Figure 1. I/O nets highlighted.
Drawn at 3 px/µm.
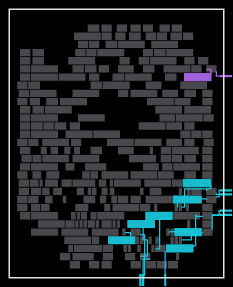
Figure 2. Clock wires, drivers and flops.
Drawn at 4 px/µm.
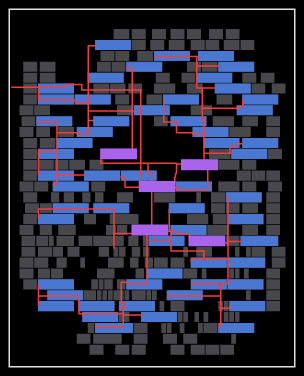
Figure 3. Routing congestion.
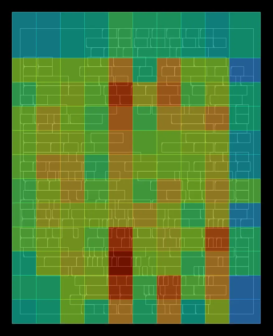
File: config.mk
export PLATFORM = sky130hd
export DESIGN_NAME = alu_sequencer
export DESIGN_NICKNAME = d
export VERILOG_FILES = /design/src/rtl/alu_pkg.sv /design/src/rtl/alu_sequencer.sv
export SDC_FILE = /design/constraint.sdc
export NUM_CORES = 1
export LEC_CHECK = 0
export CORE_AREA = 2 2 69 87
export CTS_BUF_LIST = sky130_fd_sc_hd__clkbuf_16
export DETAILED_ROUTE_END_ITERATION = 7
export DIE_AREA = 0 0 71 89
export HOLD_SLACK_MARGIN = 0.1
export PLACE_DENSITY = 0.85
export SKIP_CTS_REPAIR_TIMING = 1
export SYNTH_ARGS = -nofsm -noshare
export SYNTH_HDL_FRONTEND = slang
export SYNTH_SLANG_ARGS = --single-unit
File: constraint.sdc
create_clock -name clk -period 2.6 [get_ports clk]
set_clock_uncertainty 0.1 [all_clocks]
set_input_delay 0.65 -clock clk [delete_from_list [all_inputs] [get_ports clk]]
set_output_delay 0.65 -clock clk [all_outputs]
set_load 0.02 [all_outputs]
File: src/rtl/alu_pkg.sv
// Shared definitions for the ALU issue/writeback sequencer: opcodes, flag bit
// positions, sequencer state encoding and opcode classification helpers.
package alu_pkg;

  localparam int unsigned OP_W    = 8;
  localparam int unsigned DATA_W  = 8;
  localparam int unsigned FLAGS_W = 7;
  localparam int unsigned CMP_W   = 3;

  localparam logic [OP_W-1:0] OP_NOP  = 8'h00;
  localparam logic [OP_W-1:0] OP_ADD  = 8'h03;
  localparam logic [OP_W-1:0] OP_SUB  = 8'h04;
  localparam logic [OP_W-1:0] OP_MULT = 8'h05;
  localparam logic [OP_W-1:0] OP_DIV  = 8'h06;
  localparam logic [OP_W-1:0] OP_MOD  = 8'h07;
  localparam logic [OP_W-1:0] OP_AND  = 8'h08;
  localparam logic [OP_W-1:0] OP_OR   = 8'h09;
  localparam logic [OP_W-1:0] OP_NOT  = 8'h0A;
  localparam logic [OP_W-1:0] OP_NOR  = 8'h0D;
  localparam logic [OP_W-1:0] OP_NAND = 8'h0E;
  localparam logic [OP_W-1:0] OP_XNOR = 8'h0F;
  localparam logic [OP_W-1:0] OP_INC  = 8'h10;
  localparam logic [OP_W-1:0] OP_XOR  = 8'h11;
  localparam logic [OP_W-1:0] OP_DEC  = 8'h12;
  localparam logic [OP_W-1:0] OP_SL   = 8'h14;
  localparam logic [OP_W-1:0] OP_SR   = 8'h15;
  localparam logic [OP_W-1:0] OP_ROL  = 8'h16;
  localparam logic [OP_W-1:0] OP_ROR  = 8'h17;
  localparam logic [OP_W-1:0] OP_CMP  = 8'h18;

  localparam int unsigned FLAG_Z = 0;
  localparam int unsigned FLAG_C = 1;
  localparam int unsigned FLAG_S = 2;
  localparam int unsigned FLAG_P = 3;
  localparam int unsigned FLAG_I = 4;
  localparam int unsigned FLAG_D = 5;
  localparam int unsigned FLAG_V = 6;

  // ALU idle flags: result 0 gives Z and even parity.
  localparam logic [FLAGS_W-1:0] FLAGS_RESET = 7'b0001001;

  typedef enum logic [1:0] {
    ST_IDLE    = 2'd0,
    ST_DRIVE   = 2'd1,
    ST_CAPTURE = 2'd2
  } seq_state_e;

  function automatic logic is_legal_op(input logic [OP_W-1:0] op);
    case (op)
      OP_ADD, OP_SUB, OP_MULT, OP_DIV, OP_MOD, OP_AND, OP_OR, OP_NOT,
      OP_NOR, OP_NAND, OP_XNOR, OP_INC, OP_XOR, OP_DEC, OP_SL, OP_SR,
      OP_ROL, OP_ROR, OP_CMP: is_legal_op = 1'b1;
      default:                is_legal_op = 1'b0;
    endcase
  endfunction

  function automatic logic is_cmp_op(input logic [OP_W-1:0] op);
    is_cmp_op = (op == OP_CMP);
  endfunction

endpackage

File: src/rtl/alu_sequencer.sv
// Issue/writeback stage in front of the ALU. Accepts one request via
// valid/ready, holds operands and opcode stable for SETTLE_CYCLES edges,
// then captures result/flags/compare bits and pulses a register write.
// Ports: clk/rst_n; req_valid/req_ready/req_op/req_a/req_b/req_dst request;
// operand1/operand2/ALU_sel to ALU; alu_result/alu_flags/alu_eq/gt/lt from
// ALU; wb_en/wb_addr/wb_data register write; flags_q/cmp_q architectural
// state; done/err completion pulses.
module alu_sequencer
  import alu_pkg::*;
#(
  parameter int unsigned SETTLE_CYCLES = 3,
  parameter int unsigned REG_ADDR_W    = 3
) (
  input  logic                  clk,
  input  logic                  rst_n,
  input  logic                  req_valid,
  output logic                  req_ready,
  input  logic [OP_W-1:0]       req_op,
  input  logic [DATA_W-1:0]     req_a,
  input  logic [DATA_W-1:0]     req_b,
  input  logic [REG_ADDR_W-1:0] req_dst,
  output logic [DATA_W-1:0]     operand1,
  output logic [DATA_W-1:0]     operand2,
  output logic [OP_W-1:0]       ALU_sel,
  input  logic [DATA_W-1:0]     alu_result,
  input  logic [FLAGS_W-1:0]    alu_flags,
  input  logic                  alu_eq,
  input  logic                  alu_gt,
  input  logic                  alu_lt,
  output logic                  wb_en,
  output logic [REG_ADDR_W-1:0] wb_addr,
  output logic [DATA_W-1:0]     wb_data,
  output logic [FLAGS_W-1:0]    flags_q,
  output logic [CMP_W-1:0]      cmp_q,
  output logic                  done,
  output logic                  err
);

  localparam int unsigned CNT_W = $clog2(SETTLE_CYCLES);

  seq_state_e              state_q, state_d;
  logic [CNT_W-1:0]        cnt_q, cnt_d;
  logic                    req_ready_q, req_ready_d;
  logic [DATA_W-1:0]       op1_q, op1_d;
  logic [DATA_W-1:0]       op2_q, op2_d;
  logic [OP_W-1:0]         alu_sel_q, alu_sel_d;
  logic [REG_ADDR_W-1:0]   dst_q, dst_d;
  logic                    wb_en_q, wb_en_d;
  logic [REG_ADDR_W-1:0]   wb_addr_q, wb_addr_d;
  logic [DATA_W-1:0]       wb_data_q, wb_data_d;
  logic [FLAGS_W-1:0]      flags_reg_q, flags_reg_d;
  logic [CMP_W-1:0]        cmp_reg_q, cmp_reg_d;
  logic                    done_q, done_d;
  logic                    err_q, err_d;

  // Next-state and output logic; alu_sel_q doubles as the latched opcode.
  always_comb begin
    state_d     = state_q;
    cnt_d       = cnt_q;
    op1_d       = op1_q;
    op2_d       = op2_q;
    alu_sel_d   = alu_sel_q;
    dst_d       = dst_q;
    wb_en_d     = 1'b0;
    wb_addr_d   = wb_addr_q;
    wb_data_d   = wb_data_q;
    flags_reg_d = flags_reg_q;
    cmp_reg_d   = cmp_reg_q;
    done_d      = 1'b0;
    err_d       = 1'b0;

    case (state_q)
      ST_IDLE: begin
        if (req_valid && req_ready_q) begin
          if (is_legal_op(req_op)) begin
            op1_d     = req_a;
            op2_d     = req_b;
            alu_sel_d = req_op;
            dst_d     = req_dst;
            cnt_d     = CNT_W'(SETTLE_CYCLES - 1);
            state_d   = ST_DRIVE;
          end else begin
            done_d = 1'b1;
            err_d  = 1'b1;
          end
        end
      end
      ST_DRIVE: begin
        // Leaving when the count reaches 0 puts the capture on edge T+SETTLE.
        cnt_d = cnt_q - CNT_W'(1);
        if (cnt_q == CNT_W'(1)) begin
          state_d = ST_CAPTURE;
        end
      end
      ST_CAPTURE: begin
        flags_reg_d = alu_flags;
        if (is_cmp_op(alu_sel_q)) begin
          cmp_reg_d = {alu_eq, alu_gt, alu_lt};
        end else begin
          wb_en_d   = 1'b1;
          wb_addr_d = dst_q;
          wb_data_d = alu_result;
        end
        done_d    = 1'b1;
        alu_sel_d = OP_NOP;
        state_d   = ST_IDLE;
      end
      default: begin
        state_d   = ST_IDLE;
        alu_sel_d = OP_NOP;
      end
    endcase

    req_ready_d = (state_d == ST_IDLE);
  end

  // State and output registers.
  always_ff @(posedge clk or negedge rst_n) begin
    if (!rst_n) begin
      state_q     <= ST_IDLE;
      cnt_q       <= '0;
      req_ready_q <= 1'b1;
      op1_q       <= '0;
      op2_q       <= '0;
      alu_sel_q   <= OP_NOP;
      dst_q       <= '0;
      wb_en_q     <= 1'b0;
      wb_addr_q   <= '0;
      wb_data_q   <= '0;
      flags_reg_q <= FLAGS_RESET;
      cmp_reg_q   <= '0;
      done_q      <= 1'b0;
      err_q       <= 1'b0;
    end else begin
      state_q     <= state_d;
      cnt_q       <= cnt_d;
      req_ready_q <= req_ready_d;
      op1_q       <= op1_d;
      op2_q       <= op2_d;
      alu_sel_q   <= alu_sel_d;
      dst_q       <= dst_d;
      wb_en_q     <= wb_en_d;
      wb_addr_q   <= wb_addr_d;
      wb_data_q   <= wb_data_d;
      flags_reg_q <= flags_reg_d;
      cmp_reg_q   <= cmp_reg_d;
      done_q      <= done_d;
      err_q       <= err_d;
    end
  end

  assign req_ready = req_ready_q;
  assign operand1  = op1_q;
  assign operand2  = op2_q;
  assign ALU_sel   = alu_sel_q;
  assign wb_en     = wb_en_q;
  assign wb_addr   = wb_addr_q;
  assign wb_data   = wb_data_q;
  assign flags_q   = flags_reg_q;
  assign cmp_q     = cmp_reg_q;
  assign done      = done_q;
  assign err       = err_q;

endmodule

==> flow_metrics.tcl <==
# yosys + openroad results
set metrics [dict create \
    switching_share_pct 32.4 \
    worstPathArrival_ns 2.36 \
    syn_avg_cell_area_um2 14.3 \
    critPathLaunch "req_op[0]" \
    cp-start-kind "input pin" \
    path_cells "clkdlybuf4s50_1 > o211ai_2 > o31ai_2 > nor4_4 > buf_4 > mux2_1" \
    die_height_um 89 \
    lay_top_cells "clkdlybuf4s50_1, dfrtp_1, nand2_1" \
    routed_wl_mm 4.74 \
    met1_length_mm 2.04 \
    cp-endpoint "operand2[2]$_DFFE_PN0P_" \
    ys_warn_count 0 \
    synthCells 156 \
    yosys_cells 156 \
    outcome "finished, final reports clean" \
    slew_headroom_pct 29.7 \
    route.detailed.drc 0 \
    crit_family "buffers and inverters" \
    crit_buf_inv 2 \
    top_layer "met4" \
    hold_path_class "in -> async" \
    seq_area_frac_synth_pct 63.1 \
    r2r_slack_ns 0.38 \
    vias 1582 \
    ys_types 32 \
    switchingPower_uw 1190 \
    htreeDepth 2 \
    p_leak_uw 0.00150 \
    netlist.top_cell.by_area "dfrtp_1" \
    synth_top_area_share_pct 59.6 \
    hold_ws_ns 0.281 \
    period_used_pct 88.3 \
    fin_nets 312 \
    layout_min_cycle_time_ns 2.30 \
    p_clk_share_pct 16.6 \
]
## Picture notes: Figure 1
| port | colour | direction | edge | end cells | buffers | wire |
|---|---|---|---|---|---|---|
| flags_q | cyan | output | 4 east, 3 south | 7 | 7 | 153 µm |
| wb_en | purple | output | east | 1 | 1 | 6.20 µm |
IO Port Bufs: 96
I/O Pins: 97

## Picture notes: Figure 2
[clock wires] red | length: 586 µm
[flip-flops] blue | count: 56
[clock drivers] purple | count: 5
routed clock nets: 6
clock distribution power: 612 µW
Clock Latency Late Sink: 0.28 ns

## Picture notes: Figure 3
Core Util, Final: 63.3%
busiest grt layer: met2
met1 Use GR: 20.9%
Total GRT Usage: 15.9%
GRT met2 Usage: 25.6%

## power by group through the flow
stage / clock network (µW) / logic, µW / registers [µW]
final: 612 / 1630 / 1450
after detailed placement: 0 / 1650 / 1460
after CTS: 634 / 1650 / 1450
after global placement: 0 / 1620 / 1450
after floorplan: 0 / 435 / 1830
after global routing: 669 / 1750 / 1490
## logic make-up (layout without fill, tap and decap cells)
family	after synthesis	in the layout	share of synthesized area [%]
AOI/OAI and AO/OA	15	15	5.96
adders and majority gates	1	1	0.562
buffers and inverters	6	113	1.91
DFF	56	56	63.1
muxes	33	33	18.4
and+or+nand+nor	45	45	10.1
## synth_stat cells (all sizes together)
library cell	number
nand2b	3
o41a	1
o22a	1
inv	2
nor2b	1
dfstp	3
nor4	1
a211o	1
nor2	5
o21bai	1
nor4b	1
nand2	26
and4b	1
o21ai	2
clkbuf	1
dfrtp	53
a22o	5
buf	3
a21oi	1
mux2	33
o211ai	2
nand3b	1
and2	4
nor3	1
or3	1
o31ai	1
ha	1
## cell type report
cell class	instances	area share [%]
clock buffer	5	3.63
clock inverter	2	0.218
inverter	2	0.218
multi-input combinational	94	22.6
sequential	56	40.8
tap	64	2.32
timing repair buffer	104	30.2
## through the flow
step                cells  instance area [µm²]  setup TNS, ns  worst slack [ns]  total power (µW)
floorplan             156                 2230              0             0.317              2270
global placement      320                 3310              0            0.0126              3070
detailed placement    320                 3310        -0.0564           -0.0125              3100
CTS                   327                 3450              0             0.304              3740
global route          327                 3450              0             0.191              3910
finish                327                 3450              0             0.305              3690
## flip-flops by register name, summed over array words and instances (netlist names), 2 cells and up
name,flops
cnt_q,2
wb_addr,3
wb_data,8
cmp_q,3
operand1,8
operand2,8
flags_q,7
ALU_sel,8
dst_q,3
state_q,2
No activity file was given, so power comes from the tool's default toggle rates.
